<file path="src/rtl/cache_mem_ctrl_if.sv">
// Bus bundle between the data cache / main memory side and cache_mem_ctrl.
//   slave  : used by cache_mem_ctrl. It takes refill and write-back requests from the cache,
//            drives the memory request bus, and returns refills.
//   master : used by the cache/memory environment that drives requests and memory responses.
// Signals:
//   miss_req/miss_addr/miss_ready           refill request handshake
//   wb_req/wb_addr/wb_data/wb_ready         write-back handshake
//   fill_valid/fill_addr/fill_data          one-cycle refill return strobe
//   mem_req/mem_we/mem_addr/mem_wdata       memory request, held until mem_ack
//   mem_ack/mem_rdata                       memory completion and read data
//   wb_overflow                             sticky dropped-write-back flag
interface cache_mem_ctrl_if #(
  parameter int unsigned ADDR_W = 30,
  parameter int unsigned DATA_W = 32
) ();
  logic              miss_req;
  logic [ADDR_W-1:0] miss_addr;
  logic              miss_ready;
  logic              wb_req;
  logic [ADDR_W-1:0] wb_addr;
  logic [DATA_W-1:0] wb_data;
  logic              wb_ready;
  logic              fill_valid;
  logic [ADDR_W-1:0] fill_addr;
  logic [DATA_W-1:0] fill_data;
  logic              mem_req;
  logic              mem_we;
  logic [ADDR_W-1:0] mem_addr;
  logic [DATA_W-1:0] mem_wdata;
  logic              mem_ack;
  logic [DATA_W-1:0] mem_rdata;
  logic              wb_overflow;

  modport slave (
    input  miss_req, miss_addr, wb_req, wb_addr, wb_data, mem_ack, mem_rdata,
    output miss_ready, wb_ready, fill_valid, fill_addr, fill_data,
    output mem_req, mem_we, mem_addr, mem_wdata, wb_overflow
  );

  modport master (
    output miss_req, miss_addr, wb_req, wb_addr, wb_data, mem_ack, mem_rdata,
    input  miss_ready, wb_ready, fill_valid, fill_addr, fill_data,
    input  mem_req, mem_we, mem_addr, mem_wdata, wb_overflow
  );
endinterface

</file>
<file path="src/rtl/cache_mem_ctrl.sv">
// Cache-to-memory controller sitting below the 2-way data cache.
// Holds one outstanding refill and a small write-back FIFO. Reads take priority over
// queued write-backs, and a refill that hits in the FIFO is served from the youngest
// matching entry without touching memory.
// Ports:
//   clk    clock, all state on rising edge
//   reset  synchronous active-high reset
//   bus    cache_mem_ctrl_if.slave: cache request/fill signals and memory request bus
module cache_mem_ctrl #(
  parameter int unsigned ADDR_W   = 30,
  parameter int unsigned DATA_W   = 32,
  parameter int unsigned WB_DEPTH = 4
) (
  input logic             clk,
  input logic             reset,
  cache_mem_ctrl_if.slave bus
);

  localparam int unsigned PTR_W = $clog2(WB_DEPTH);

  typedef enum logic [1:0] {StIdle, StRdReq, StWrReq, StFill} state_e;

  state_e              state_q, state_d;
  logic                rd_pend_q;
  logic [ADDR_W-1:0]   rd_addr_q;
  logic [DATA_W-1:0]   fill_data_q, fill_data_d;
  logic                overflow_q;

  logic [ADDR_W-1:0]   fifo_addr_q [WB_DEPTH];
  logic [DATA_W-1:0]   fifo_data_q [WB_DEPTH];
  // Extra MSB distinguishes full from empty when the index bits are equal.
  logic [PTR_W:0]      wr_ptr_q, rd_ptr_q;
  logic [PTR_W:0]      count;
  logic [PTR_W-1:0]    head_idx, scan_idx;
  logic                full, empty, push, pop, miss_acc, clear_pend;
  logic                hit;
  logic [DATA_W-1:0]   hit_data;

  assign count    = wr_ptr_q - rd_ptr_q;
  assign empty    = (wr_ptr_q == rd_ptr_q);
  assign full     = (wr_ptr_q[PTR_W] != rd_ptr_q[PTR_W]) &&
                    (wr_ptr_q[PTR_W-1:0] == rd_ptr_q[PTR_W-1:0]);
  assign head_idx = rd_ptr_q[PTR_W-1:0];

  // Full is taken from registered pointers, so a pop in the same cycle does not make room.
  assign push     = bus.wb_req && !full && !reset;
  assign miss_acc = bus.miss_req && !rd_pend_q;

  // Scan oldest to youngest so the last match (youngest entry) wins.
  always_comb begin
    hit      = 1'b0;
    hit_data = '0;
    scan_idx = '0;
    for (int unsigned i = 0; i < WB_DEPTH; i++) begin
      scan_idx = head_idx + PTR_W'(i);
      if (((PTR_W+1)'(i) < count) && (fifo_addr_q[scan_idx] == rd_addr_q)) begin
        hit      = 1'b1;
        hit_data = fifo_data_q[scan_idx];
      end
    end
  end

  always_comb begin
    state_d     = state_q;
    fill_data_d = fill_data_q;
    pop         = 1'b0;
    clear_pend  = 1'b0;
    unique case (state_q)
      StIdle: begin
        if (rd_pend_q && hit) begin
          state_d     = StFill;
          fill_data_d = hit_data;
        end else if (rd_pend_q) begin
          state_d = StRdReq;
        end else if (!empty) begin
          state_d = StWrReq;
        end
      end
      StRdReq: begin
        if (bus.mem_ack) begin
          fill_data_d = bus.mem_rdata;
          state_d     = StFill;
        end
      end
      StWrReq: begin
        if (bus.mem_ack) begin
          pop     = 1'b1;
          state_d = StIdle;
        end
      end
      StFill: begin
        clear_pend = 1'b1;
        state_d    = StIdle;
      end
      default: state_d = StIdle;
    endcase
  end

  always_ff @(posedge clk) begin
    if (reset) begin
      state_q     <= StIdle;
      rd_pend_q   <= 1'b0;
      rd_addr_q   <= '0;
      fill_data_q <= '0;
      wr_ptr_q    <= '0;
      rd_ptr_q    <= '0;
      overflow_q  <= 1'b0;
    end else begin
      state_q     <= state_d;
      fill_data_q <= fill_data_d;
      if (miss_acc) begin
        rd_pend_q <= 1'b1;
        rd_addr_q <= bus.miss_addr;
      end else if (clear_pend) begin
        rd_pend_q <= 1'b0;
      end
      if (push) wr_ptr_q <= wr_ptr_q + (PTR_W+1)'(1);
      if (pop)  rd_ptr_q <= rd_ptr_q + (PTR_W+1)'(1);
      if (bus.wb_req && full) overflow_q <= 1'b1;
    end
  end

  // Storage needs no reset; pointers define which entries are live.
  always_ff @(posedge clk) begin
    if (push) begin
      fifo_addr_q[wr_ptr_q[PTR_W-1:0]] <= bus.wb_addr;
      fifo_data_q[wr_ptr_q[PTR_W-1:0]] <= bus.wb_data;
    end
  end

  assign bus.miss_ready  = !rd_pend_q;
  assign bus.wb_ready    = !full;
  assign bus.fill_valid  = (state_q == StFill);
  assign bus.fill_addr   = rd_addr_q;
  assign bus.fill_data   = fill_data_q;
  assign bus.mem_req     = (state_q == StRdReq) || (state_q == StWrReq);
  assign bus.mem_we      = (state_q == StWrReq);
  assign bus.mem_addr    = (state_q == StRdReq) ? rd_addr_q :
                           (state_q == StWrReq) ? fifo_addr_q[head_idx] : '0;
  assign bus.mem_wdata   = (state_q == StWrReq) ? fifo_data_q[head_idx] : '0;
  assign bus.wb_overflow = overflow_q;

endmodule

</file>
<file path="src/flat_wrapper.sv">
// flat-port wrapper written by rule: the top's interface ports become plain ports
module cache_mem_ctrl_flat 
#(
  parameter int unsigned ADDR_W   = 30,
  parameter int unsigned DATA_W   = 32,
  parameter int unsigned WB_DEPTH = 4
)
  (clk, reset, bus_miss_req, bus_miss_addr, bus_wb_req, bus_wb_addr, bus_wb_data, bus_mem_ack, bus_mem_rdata, bus_miss_ready, bus_wb_ready, bus_fill_valid, bus_fill_addr, bus_fill_data, bus_mem_req, bus_mem_we, bus_mem_addr, bus_mem_wdata, bus_wb_overflow);
  cache_mem_ctrl_if #(.ADDR_W(ADDR_W), .DATA_W(DATA_W)) bus_i ();
  input logic clk;
  input logic reset;
  input wire logic [$bits(bus_i.miss_req)-1:0] bus_miss_req;
  input wire logic [$bits(bus_i.miss_addr)-1:0] bus_miss_addr;
  input wire logic [$bits(bus_i.wb_req)-1:0] bus_wb_req;
  input wire logic [$bits(bus_i.wb_addr)-1:0] bus_wb_addr;
  input wire logic [$bits(bus_i.wb_data)-1:0] bus_wb_data;
  input wire logic [$bits(bus_i.mem_ack)-1:0] bus_mem_ack;
  input wire logic [$bits(bus_i.mem_rdata)-1:0] bus_mem_rdata;
  output wire logic [$bits(bus_i.miss_ready)-1:0] bus_miss_ready;
  output wire logic [$bits(bus_i.wb_ready)-1:0] bus_wb_ready;
  output wire logic [$bits(bus_i.fill_valid)-1:0] bus_fill_valid;
  output wire logic [$bits(bus_i.fill_addr)-1:0] bus_fill_addr;
  output wire logic [$bits(bus_i.fill_data)-1:0] bus_fill_data;
  output wire logic [$bits(bus_i.mem_req)-1:0] bus_mem_req;
  output wire logic [$bits(bus_i.mem_we)-1:0] bus_mem_we;
  output wire logic [$bits(bus_i.mem_addr)-1:0] bus_mem_addr;
  output wire logic [$bits(bus_i.mem_wdata)-1:0] bus_mem_wdata;
  output wire logic [$bits(bus_i.wb_overflow)-1:0] bus_wb_overflow;
  assign bus_i.miss_req = bus_miss_req;
  assign bus_i.miss_addr = bus_miss_addr;
  assign bus_i.wb_req = bus_wb_req;
  assign bus_i.wb_addr = bus_wb_addr;
  assign bus_i.wb_data = bus_wb_data;
  assign bus_i.mem_ack = bus_mem_ack;
  assign bus_i.mem_rdata = bus_mem_rdata;
  assign bus_miss_ready = bus_i.miss_ready;
  assign bus_wb_ready = bus_i.wb_ready;
  assign bus_fill_valid = bus_i.fill_valid;
  assign bus_fill_addr = bus_i.fill_addr;
  assign bus_fill_data = bus_i.fill_data;
  assign bus_mem_req = bus_i.mem_req;
  assign bus_mem_we = bus_i.mem_we;
  assign bus_mem_addr = bus_i.mem_addr;
  assign bus_mem_wdata = bus_i.mem_wdata;
  assign bus_wb_overflow = bus_i.wb_overflow;
  cache_mem_ctrl #(.ADDR_W(ADDR_W), .DATA_W(DATA_W), .WB_DEPTH(WB_DEPTH)) u_core (.clk(clk), .reset(reset), .bus(bus_i));
endmodule
</file>
<file path="config.mk">
export PLATFORM = sky130hd
export DESIGN_NAME = cache_mem_ctrl_flat
export DESIGN_NICKNAME = d
export VERILOG_FILES = /design/src/rtl/cache_mem_ctrl_if.sv /design/src/rtl/cache_mem_ctrl.sv /design/src/flat_wrapper.sv
export SDC_FILE = /design/constraint.sdc
export NUM_CORES = 1
export LEC_CHECK = 0
export CORE_ASPECT_RATIO = 1.25
export CORE_MARGIN = 10
export CORE_UTILIZATION = 37
export DETAILED_ROUTE_END_ITERATION = 8
export SYNTH_ARGS = -nofsm -noshare
export SYNTH_HDL_FRONTEND = slang
export SYNTH_SLANG_ARGS = --single-unit
</file>
<file path="constraint.sdc">
create_clock -name clk -period 3.6 [get_ports clk]
set_input_delay 0.36 -clock clk [delete_from_list [all_inputs] [get_ports clk]]
set_output_delay 0.36 -clock clk [all_outputs]
set_load 0.05 [all_outputs]
</file>
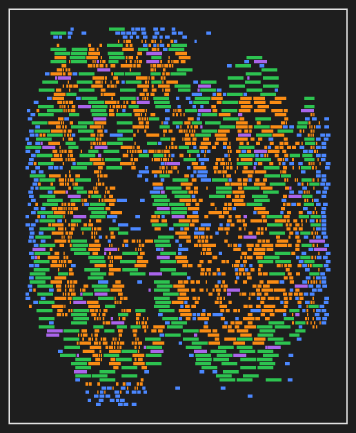
run_1/cell_classes.png
Drawn at 1.5 px/um.
[blue] other buffers and delay cells | cells: 369 | share of their area: 15%
[purple] clock drivers and dummy loads | cells: 67 | share of their area: 4.9%
[green] flip-flops | cells: 322 | share of their area: 38%
[orange] all other logic | cells: 1105 | share of their area: 42%
post-layout util: 0.472
sequential share of cell area: 0.367

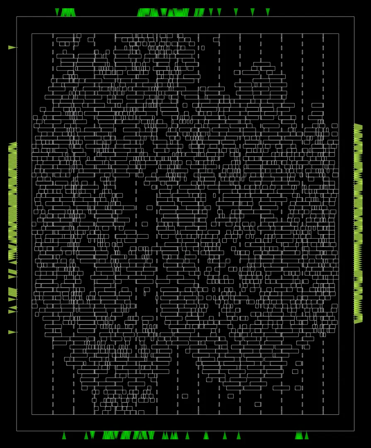
run_1/final_placement.png
FILL cells: 4628
core region area: 51500 um^2
Flops: 322
Layout Cells excl Fill: 2530
Row Count: 93

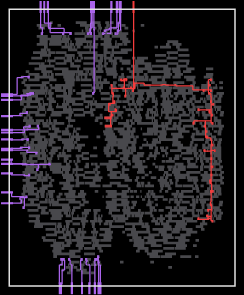
run_1/port_nets.png
Drawn at 1 px/um.
[red] reset | bits: 1 | direction: input | end cells: 45 | buffers: 2 | wire: 526 um
[purple] bus_mem_wdata | bits: 32 | direction: output | end cells: 32 | buffers: 32 | wire: 973 um

==> flow_summary.toml, run 1 <==
# physical design summary
[final_layout]
largest_reg_flops = 128
area_delta_synth_final_pct = 26.3
drive_above_1_share = 0.224
buffers = 369
antenna_cells = 2
lay_top_count = "edfxtp_1"
final_nets = 1976
layout_top_cells = "edfxtp_1, clkdlybuf4s50_1, nand2_1"
comb_share = 0.397

[synthesis]
synth.top_cell.area_share = 0.386
yosys-top-cells-area = "edfxtp_1, mux4_2, dfxtp_1"
async_reset_ff_frac = 0
syn_inst = 1577
flop_cell = "edfxtp_1"
synth-simple-area-share = 0.0847
synth_cell_types = 63
top_cell = "edfxtp_1"
common_cells = "edfxtp_1, nand2_1, mux4_2"
ys_top_logic_family = "multiplexers"
ys_cells = 1577
syn-cell-area_um2 = 19300
adder_share = 0.00818
synth_flops = 322

[global_route]
met2_usage = 0.375
grt-busiest-layer = "met2"
grt_antenna_before_repair = 5
grt-ovfl-total = 0
grt_max_degree = 93
grtUsageTotal = 0.212
grt_pass1_vias = 15300
grt_first_pass_wirelength_mm = 99.2

[timing]
fin_ws_ps = 111
hold_viol = 0
fin_hold_ws_ps = 348
min_period_ps = 3490
skew_ps = 22.2
final-setup-viol-count = 0
setup_tns_ps = 0
maxSlewViolCount = 0

[setup_path]
ff2ff_path_depth = 13
cp_common_cell = "buf_4"
cp-start-kind = "flop"
worst_path_largest_cell_delay_ps = 580
cp-end-kind = "flop"
worstSetupPathType = "flop to flop"
reg2reg_slack_ps = 110
startpoint = "u_core.rd_ptr_q[0]"
r2r_start = "u_core.rd_ptr_q[0]"

[drt]
drt_iter0_markers = 1206
drcViolationCount = 0
drt_pre_antenna_iters = 5
wl_mm = 67.3
viasPerCell = 5.86
vias = 14800

[place]
dpl.cell_count = 2452
pre_cts_ws_ps = -27.9
portBuffers = 258
dp.final_hpwl_mm = 47.7
dpl_cell_area_um2 = 23000

[power]
p_sw_frac = 0.370
p_per_area_nw_per_um2 = 549
leakage_nw = 7.88
p_sw_w = 0.00495
power.sequential.fraction = 0.330
peakVddDrop_uv = 413

[floorplanning]
fp_util = 0.374
die_h_um = 275
tap_cells = 665

[hold_path]
hold_end = "u_core.bus.fill_addr[10]"
min_from = "bus_miss_addr[10]"

[clock_network]
cts_sinks = 322
ctsResizeCount = 4
cts_max_path_buffers = 3
clock_latency_ps = 570
cts_setup_buffers = 0
numCtsBuffers = 37
ctsHoldBuffers = 0
cts.clk_slew.worst_paths_ps = 60

[status]
status = "complete, no violations"

[run]
warning_count = 33
==> run 1: critical path, delay by kind of cell (launching register included) <==
| family | cells | cell delay, ps |
|---|---|---|
| DFF | 1 | 400 |
| AOI/OAI and AO/OA | 4 | 900 |
| muxes | 1 | 70 |
| and+or+nand+nor | 3 | 1130 |
| buffers and inverters | 5 | 850 |
==> run 1: power by group through the flow <==
stage	registers, W	clock network [W]	logic, W
after detailed placement	0.00448	0	0.00515
after CTS	0.00441	0.00376	0.00520
final	0.00440	0.00368	0.00527
after floorplan	0.00463	0	0.00329
after global routing	0.00442	0.00390	0.00561
after global placement	0.00448	0	0.00511
==> run 1: per-layer routing <==
layer	wire, um	part of all wire
met5	28	0.00042
met4	2200	0.033
met3	5040	0.075
met2	34000	0.51
met1	26000	0.39
run_1/met1.png
Drawn at 1.5 px/um. Supply wires on this layer in grey. Cells faint in the background.
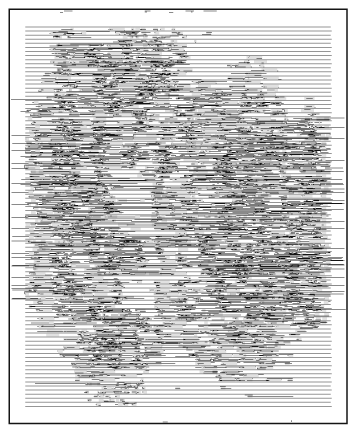

==> run 2, diff against run 1 <==
- CORE_MARGIN: 10 -> not set
- DONT_BUFFER_PORTS: not set -> 1
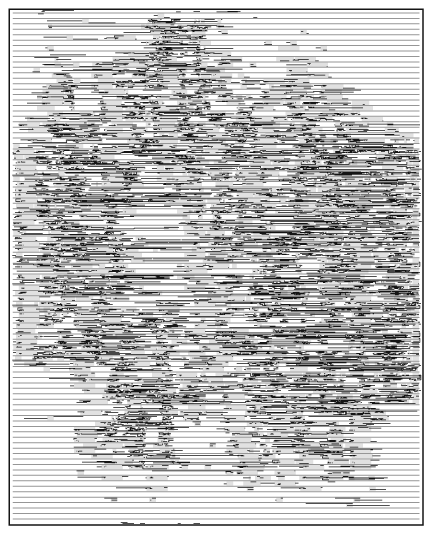
run_2/met1.png
Drawn at 2 px/um. Supply wires on this layer in grey. Cells faint in the background.
share of all routed wire: 37%
longest straight run: 65.3 um
main direction: horizontal
nets with wire on the layer: 1767
Via Count: 14.9k
final WL: 68.4 mm
met1 Resource Use GR: 0.288

==> run 2 against run 1 <==
The flow now finishes with violations (negative setup slack); cell count decreased by 1.9%; first-iteration DRC count up 9.0%; synthesized area did not move; synthesized cell count unchanged; die area shrank 14%; non-clock buffer count fell by 52; sequential power up 4.8%; critical endpoint is now u_core.bus.fill_data[6]; largest power group unchanged.
==> flow_summary.toml, run 2 <==
# physical design summary
[clock_network]
ctsHoldBuffers = 95
cts_setup_buffers = 21
numCtsBuffers = 38
clock-root-buffer = "clkbuf_16"
cts.clk_slew.worst_paths_ps = 70
ctsResizeCount = 59
cts_tree = "done"
cts_max_path_buffers = 3
cts_sinks = 322
clock_latency_ps = 560

[floorplanning]
rows = 93
die_w_um = 206
tap_cells = 665
die_h_um = 257
dieArea_um2 = 53000
coreArea_um2 = 51400
fp_util = 0.375

[synthesis]
edf_count = 248
synth_flops = 322
syn-cell-area_um2 = 19300
syn_inst = 1577
synth.top_cell.area_share = 0.386
top_cell = "edfxtp_1"
ys_seq_frac = 0.463
yosys-top-cells-area = "edfxtp_1, mux4_2, dfxtp_1"
synth_cell_types = 63
ys_cells = 1577
common_cells = "edfxtp_1, nand2_1, mux4_2"
async_reset_ff_frac = 0
ys_area_um2 = 19300
syn_avg_cell_area_um2 = 12.2
flop_cell = "edfxtp_1"

[place]
pre_cts_ws_ps = -665
place_congestion = 0.957
portBuffers = 0
dpl_cell_area_um2 = 21100
dp.final_hpwl_mm = 46.9
dpl.cell_count = 2277

[final_layout]
nonClkBufAreaFrac = 0.127
nFlopsAndLatches = 322
final_area_um2 = 24200
nFillCells = 4533
layout_top_cells = "edfxtp_1, buf_4, nand2_1"
area_delta_synth_final_pct = 25.6
drive_above_1_share = 0.286
logic_area_um2 = 9820
comb_share = 0.406
fin_util = 0.471
final_nets = 1926
antenna_cells = 2
lay_top_count = "edfxtp_1"
largest_reg_flops = 128
fin_cells = 2481
logic_gates = 1061
clkbuf_count = 49
seq_share = 0.369
buffers = 317

[power]
finalPower_w = 0.0137
peakVddDrop_uv = 406
p_per_area_nw_per_um2 = 567
leakage_nw = 8.07

[drt]
antenna_left = 0
drt_pre_antenna_iters = 5
drcViolationCount = 0
dr_wl_met2_mm = 34.9
wl_met3_mm = 5.08
viasPerCell = 6.01
routed.top_layer = "met5"
m1WireLength_mm = 25.1
drt_iter0_markers = 1314

[global_route]
grt_pass1_vias = 14900
met2_usage = 0.434
grt_max_degree = 98
met3_usage = 0.0533
grt-busiest-layer = "met2"
grtUsageTotal = 0.250
grt-ovfl-total = 0
grt_antenna_before_repair = 5
grt_first_pass_wirelength_mm = 97.0

[timing]
hold_viol = 0
setup_tns_ps = -1990
final-setup-viol-count = 32
fin_ws_ps = -78.8
fin_hold_ws_ps = 46.1
maxSlewViolCount = 0
min_period_ps = 3680
skew_ps = 15.3
relSlewSlack = 0.327

[setup_path]
r2r_start = "u_core.rd_ptr_q[0]"
crit_buf_inv = 7
cp-start-kind = "flop"
required_ps = 4100
worstSetupPathType = "flop to flop"
ff2ff_path_depth = 16
worst_path_largest_cell_delay_ps = 480
timing.rr.end = "u_core.bus.fill_data[6]"
cp_top_family = "AND-OR/OR-AND gates"
cp_slowest_cell = "a222oi_1"
cp_num_cells = 16
cp-end-kind = "flop"
startpoint = "u_core.rd_ptr_q[0]"
reg2reg_slack_ps = -80

[hold_path]
hold_depth = 3
hold_end = "u_core.rd_ptr_q[1]"
min_from = "bus_mem_ack"

[status]
violations = "negative setup slack"
status = "complete, but fails checks"

[run]
warning_count = 35
## run 2: cell counts after synthesis
Identical to the previous run, type by type.
## run 2: kinds of logic after synthesis
kind of cell / count (synthesis) / share of synthesized area
DFF: 322 / 0.463
xor gates and xnor gates: 114 / 0.0518
muxes: 268 / 0.232
buffers and inverters: 196 / 0.0456
AOI/OAI and AO/OA: 312 / 0.114
and+or+nand+nor: 353 / 0.0847
adders and majority gates: 12 / 0.00818
## run 2: where the power goes
part | total, W | switching (W) | internal [W] | leakage (nW)
combinational | 0.00491 | 0.00303 | 0.00188 | 4.57
clock | 0.00420 | 0.00158 | 0.00263 | 0.646
sequential | 0.00461 | 0.000418 | 0.00419 | 2.86
total | 0.0137 | 0.00503 | 0.00869 | 8.07
==> run 3, diff against run 2 <==
- ABC_AREA: not set -> 0
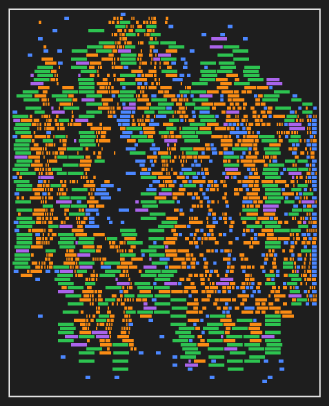
run_3/cell_classes.png
Drawn at 1.5 px/um.
[green] flip-flops | cells: 322 | share of their area: 38%
[orange] all other logic | cells: 1106 | share of their area: 43%
[purple] clock drivers and dummy loads | cells: 69 | share of their area: 5.8%
[blue] other buffers and delay cells | cells: 317 | share of their area: 13%
sequential share of cell area: 0.369
post-route cell area: 24200 um^2

==> run 3 against run 2 <==
The flow still finishes with violations (negative setup slack); final area stayed put; global-route usage stayed put; critical path depth stayed put; combinational power hardly changed; total power stayed put; via count stayed put; count of clock-buffer cells in the layout stayed put; sequential power hardly changed; critical path type unchanged; largest power group unchanged; highest routed layer unchanged.
==> flow_summary.toml, run 3 <==
# physical design summary
[setup_path]
r2r_start = "u_core.rd_ptr_q[0]"
required_ps = 4100
ff2ff_path_depth = 16
cp_num_cells = 16
crit_path_max_fanout = 6
worst_path_largest_cell_delay_ps = 480
cp.arrival_ps = 4180
timing.critical_path.to = "u_core.bus.fill_data[6]"
reg2reg_slack_ps = -80
cp_slowest_cell = "a222oi_1"
cp-start-kind = "flop"
startpoint = "u_core.rd_ptr_q[0]"
cp_top_family = "AND-OR/OR-AND gates"
cp-end-kind = "flop"
cp_cell_sequence = "ha_4 -> buf_6 -> clkinvlp_4 -> buf_6 -> mux2_4 -> a222oi_1 -> o2111ai_2 -> a211o_4 -> buf_4 -> nor2_4 -> buf_12 -> buf_12 -> buf_16 -> o41ai_1 -> o21ai_1 -> a32o_1"
crit_buf_inv = 7
timing.rr.end = "u_core.bus.fill_data[6]"
worstSetupPathType = "flop to flop"

[power]
peakVddDrop_uv = 406
p_per_area_nw_per_um2 = 567
leakage_nw = 8.07
finalPower_w = 0.0137

[final_layout]
layout_top_cells = "edfxtp_1, buf_4, nand2_1"
logic_area_um2 = 9820
nonClkBufAreaFrac = 0.127
final_nets = 1926
n_all_inverters = 45
comb_share = 0.406
drive_above_1_share = 0.286
lay_top_count = "edfxtp_1"
buffers = 317
area_delta_synth_final_pct = 25.6
logic_gates = 1061
antenna_cells = 2
clkCellAreaFrac = 0.0562
fin_cells = 2481
largest_reg_flops = 128
nFillCells = 4533
seq_area_um2 = 8940
fin_util = 0.471
largestClassByArea = "logic gates"
clkbuf_count = 49
nFlopsAndLatches = 322

[hold_path]
min_from = "bus_mem_ack"
hold_depth = 3
hold_end = "u_core.rd_ptr_q[1]"
hp-class = "input port to flop"

[clock_network]
cts-htree-levels = 2
numCtsBuffers = 38
cts_tree = "done"
clock-root-buffer = "clkbuf_16"
cts.clk_slew.worst_paths_ps = 70
clock_latency_ps = 560
cts_sinks = 322
cts_max_path_buffers = 3

[synthesis]
edf_count = 248
syn_inst = 1577
synth.top_cell.area_share = 0.386
common_cells = "edfxtp_1, nand2_1, mux4_2"
syn_avg_cell_area_um2 = 12.2
synth_flops = 322
yosys-top-cells-area = "edfxtp_1, mux4_2, dfxtp_1"
yosys_warnings = 0
ys_area_um2 = 19300
ys_cells = 1577
syn_nets = 1718
synth_cell_types = 63
syn-cell-area_um2 = 19300
largest_area_cell = "edfxtp_1"
flop_cell = "edfxtp_1"
ys_seq_frac = 0.463
async_reset_ff_frac = 0
top_cell = "edfxtp_1"

[drt]
drt_pre_antenna_iters = 5
viasPerCell = 6.01
routed.top_layer = "met5"
antenna_left = 0
dr_wl_met2_mm = 34.9
drcViolationCount = 0
drt_iter0_markers = 1314
wl_met3_mm = 5.08
m1WireLength_mm = 25.1
wl_mm = 68.4
drt-wirelength-per-cell_um = 27.6
vias = 14900

[global_route]
met3_usage = 0.0533
grtUsageTotal = 0.250
grt-busiest-layer = "met2"
met2_usage = 0.434
grt_antenna_before_repair = 5
grt_max_degree = 98
grt-ovfl-total = 0
grt_first_pass_wirelength_mm = 97.0
use_met1 = 0.288
grt_pass1_vias = 14900

[floorplanning]
tap_cells = 665
ios = 259
die_w_um = 206
fp_util = 0.375
dieArea_um2 = 53000
rows = 93
die_h_um = 257
coreArea_um2 = 51400

[place]
dpl_cell_area_um2 = 21100
portBuffers = 0
dpl.cell_count = 2277
place_congestion = 0.957
dp.final_hpwl_mm = 46.9
pre_cts_ws_ps = -665

[timing]
setup_tns_ps = -1990
fin_hold_ws_ps = 46.1
min_period_ps = 3680
maxSlewViolCount = 0
skew_ps = 15.3
tightest_slew_ps = 1010
fin_crit_sh = 1.02
final-setup-viol-count = 32
fmax_mhz = 272
rsz0062_at_grt = "true"
fin_ws_ps = -78.8
hold_viol = 0
relSlewSlack = 0.327

[status]
status = "complete, but fails checks"
violations = "negative setup slack"

[run]
warning_count = 35
maxCapViolations = 0
-- run 3: cell counts in the layout (fill, tap and decap cells not counted) --
Identical to the previous run, type by type.
-- run 3: power breakdown --
part / total (W) / switching [W] / internal, W
sequential: 0.00461 / 0.000418 / 0.00419
combinational: 0.00491 / 0.00303 / 0.00188
clock: 0.00420 / 0.00158 / 0.00263
-- run 3: cells by family after synthesis --
logic type      after synthesis  share of synthesized area
compound gates              312                      0.114
xor+xnor                    114                     0.0518
fa+ha+maj                    12                    0.00818
buf+inv                     196                     0.0456
flops                       322                      0.463
mux                         268                      0.232
simple gates                353                     0.0847
-- run 3: timing repair --
action,CTS,global route
pin swaps,28,18
buffers inserted,21,10
hold endpoints to repair,290,0
setup endpoints to repair,33,32
resized,59,23
hold buffers,95,0
gates cloned,5,4
Power figures rest on the tool's default switching activity, not on a simulated workload.
